Design key_matrix_scanner_flat, sky130hd; sources not shown.
**Run 1: track usage over the die**

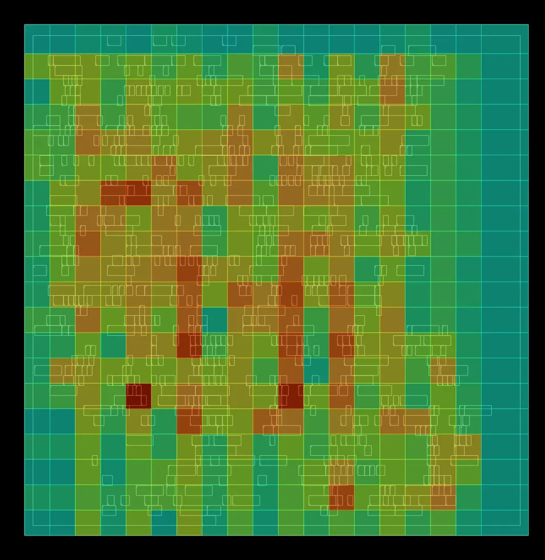
detail-routed net length per standard cell: 14.5 microns
GRT met1 Usage: 20.2%
core utilization of the finished layout: 30.5%
layer with the highest usage: met2
met3 layer usage reported by global route: 2.30%

**Run 1: metal 2**

The bar under the picture is 50 microns long.
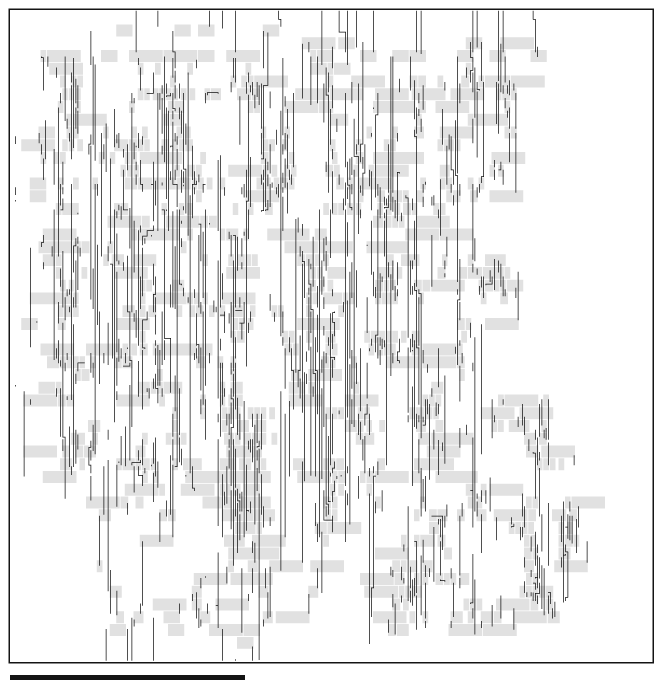
The layer carries 6280 microns of wire. The longest straight run is 69.7 microns. The wires run mostly vertical. 576 nets have wire on it.
DRT Wirelength: 13500 microns
detailed-route via count: 4117

**Run 1: the metal 1 layer**

The bar under the picture is 50 microns long. Supply wires on this layer in gray.
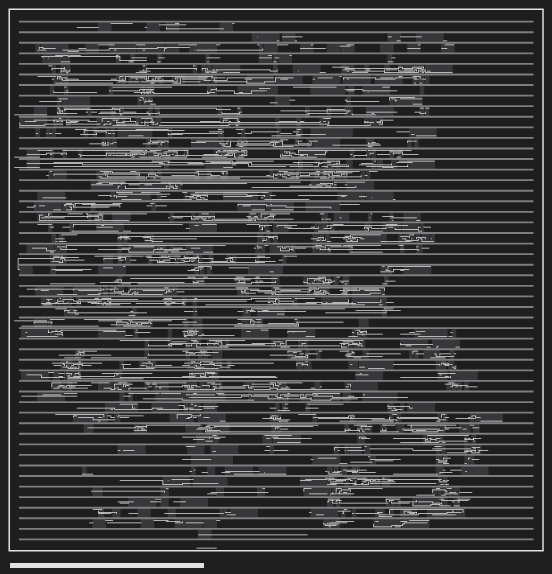
The layer carries 6590 microns of wire. The longest straight run is 40.9 microns. 674 nets have wire on it.

**Run 1: cells by drive strength**

The bar under the picture is 50 microns long.
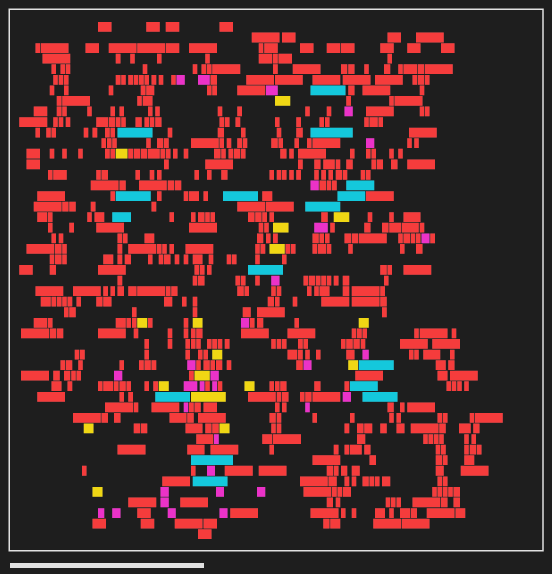
_2 cells: shown in magenta, cells 31. _3 and _4 cells: shown in yellow, cells 17. _0 and _1 cells: shown in red, cells 637. _6 and larger: shown in cyan, cells 16.
final worst slack: 0.244 ns
layout buffer count excluding clock buffers: 44
area growth from synthesis to layout: 24.1%

==> metrics.cfg <==
[worst_setup_path]
critical_path_buf_inv_count=3
setup.worst_path.end_class=flop
setup.reg_to_reg.worst_slack_ns=0.24
cp.required_ns=3.52
critPathKind=flop to flop
worst_path_dominant_cell_family=simple AND/OR/NAND/NOR gates
timing.critical_path.cells=buf_4 > ha_1 > nand2_1 > nor2_2 > nand2_1 > nand2_1 > nand2_1 > nand4_1 > nor2_4 > nand4_1 > nor2_4 > buf_12 > clkbuf_16 > nand2_1 > nand2_1 > nand2_1 > nor2_1 > nand2_1 > nor2_1 > nor2_1
crit_slowest_cell=sky130_fd_sc_hd__dfxtp_1
timing.critical_path.depth=20
critical_path_arrival_ns=3.28
timing.critical_path.mode_cell=sky130_fd_sc_hd__nand2_1

[place]
pre_cts_slack_ns=0.170
post-dp-hpwl_microns=10000
port_buffers=31
gpl.final_weighted_congestion=0.840

[yosys]
yosys-top-cells-area=sky130_fd_sc_hd__dfxtp_1 41%, sky130_fd_sc_hd__nand2_1 16%, sky130_fd_sc_hd__inv_1 7.7%
aoi_share_pct=12.7
simple_gate_share_pct=34.1
post_synth_mux_area_share_pct=0
ys.flop_type=sky130_fd_sc_hd__dfxtp_1
synth-adder-area-share_pct=2.31
synthesis.yosys.warnings=0
netlist_logic_family_top=simple AND/OR/NAND/NOR gates
ys_cells=658
synth.avg_cell_area_sq_um=6.59
netlist-cell-type-count=34
post_synth_inst_count=658
top_area_share_pct=40.6
yosys-top-cells-count=188 x sky130_fd_sc_hd__nand2_1, 89 x sky130_fd_sc_hd__inv_1, 88 x sky130_fd_sc_hd__dfxtp_1, 88 x sky130_fd_sc_hd__nor2_1, 40 x sky130_fd_sc_hd__o21ai_0
yosysTopAreaCell=sky130_fd_sc_hd__dfxtp_1

[sta]
post-route-min-period_ns=3.06
tightest_slew_ns=0.884
maxSlewHeadroom_pct=41.0
final_max_slew_viol_count=0
final.setup_skew_ns=0.00860
timing.hold.ws_ns=0.410
finalClockPeriodUsage_pct=92.6
timing.final.hold_violations=0

[clock_network]
post_cts_setup_repair_bufs=0
worst_skew_pair.late_latency_ns=0.35
cts_max_path_buffers=2
ctsResizeCount=0
cts_tree=yes
tritoncts_num_sinks=88
tritoncts.num_buffers=9
htree_depth=3
clock_root_buffer_master=sky130_fd_sc_hd__clkbuf_16
path_clk_slew_ns=0.06

[floorplanning]
i_o_pin_count=32
floorplan.die_area_sq_um=19000
floorplan.die.width_microns=137
num_rows=49
core_sq_um=17700
core_util_floorplan_pct=24.6

[hold_path]
hold_depth=1
tightest_hold_check_type=flop to flop

[drt]
wl_met1_microns=6590
detail_route.iter0.violations=211
drt-vias-per-instance=4.43
dr.max_layer_used=met4
iteration_tally_of_the_first_detailed_router_pass=4

[finish]
postLayoutCellArea_sq_um=5390
final_layout_size_suffix_gt1_share_pct=9.13
fill_cells=1952
design.final.nets=711

[grt]
grt_antenna_before_repair=0
globalRouteOverflowTotal=0
grt_first_pass_wirelength_microns=21800
global_route.usage.total_pct=15.0
grt_max_degree=46

[job]
drv.max_cap_violation_count=0
tool_warnings=31

[power]
vdd.ir_drop.worst_mv=0.223
power_per_cell_area_nw_per_um2=419
p_leak_nw=2.36

[outcome]
run_status=completed

[run 1: power by group]
part	total (mW)	internal [mW]	switching [mW]
registers	1.07	1.07	0.00406
clock network	1.13	0.680	0.448
logic	0.0545	0.0187	0.0358
[run 1: kinds of logic (layout without fill, tap and decap cells)]
group | count (synthesis) | in the layout
flip-flops | 88 | 88
XOR/XNOR | 3 | 3
adder cells (fa/ha/maj) | 8 | 8
AND/OR/NAND/NOR | 351 | 351
AND-OR/OR-AND | 98 | 98
buffers and inverters | 110 | 153
[run 1: layout by cell type, fill, tap and decap left out, drive strengths merged, types with 4 or more instances in the layout]
| cell | netlist | routed |
|---|---|---|
| nand2 | 192 | 192 |
| nor2 | 96 | 96 |
| inv | 92 | 92 |
| dfxtp | 88 | 88 |
| o21ai | 44 | 44 |
| clkdlybuf4s50 | 0 | 30 |
| nand3 | 30 | 30 |
| a21oi | 28 | 28 |
| a211oi | 14 | 14 |
| buf | 7 | 13 |
| clkbuf | 9 | 11 |
| nor3 | 9 | 9 |
| or2 | 9 | 9 |
| ha | 8 | 8 |
| nand4 | 6 | 6 |
| a31oi | 5 | 5 |
| nor3b | 5 | 5 |
| clkinv | 2 | 4 |
[run 1: through the flow]
| step | std cells | TNS [ns] |
|---|---|---|
| CTS | 927 | 0 |
| finish | 930 | 0 |
| detailed placement | 912 | 0 |
| global route | 930 | -0.00486 |
| floorplan | 658 | 0 |
| global placement | 912 | 0 |
[run 1: area by class of cell]
| class | count | area (sq um) | area share [%] |
|---|---|---|---|
| multi-input cells | 460 | 2210 | 41.0 |
| flip-flops and latches | 88 | 1760 | 32.7 |
| repair buffers | 44 | 458 | 8.50 |
| inverters | 94 | 353 | 6.55 |
| well taps | 229 | 287 | 5.32 |
| clock buffers | 10 | 239 | 4.44 |
| clock inverters | 5 | 81.3 | 1.51 |
Power and IR drop assume default switching activity.
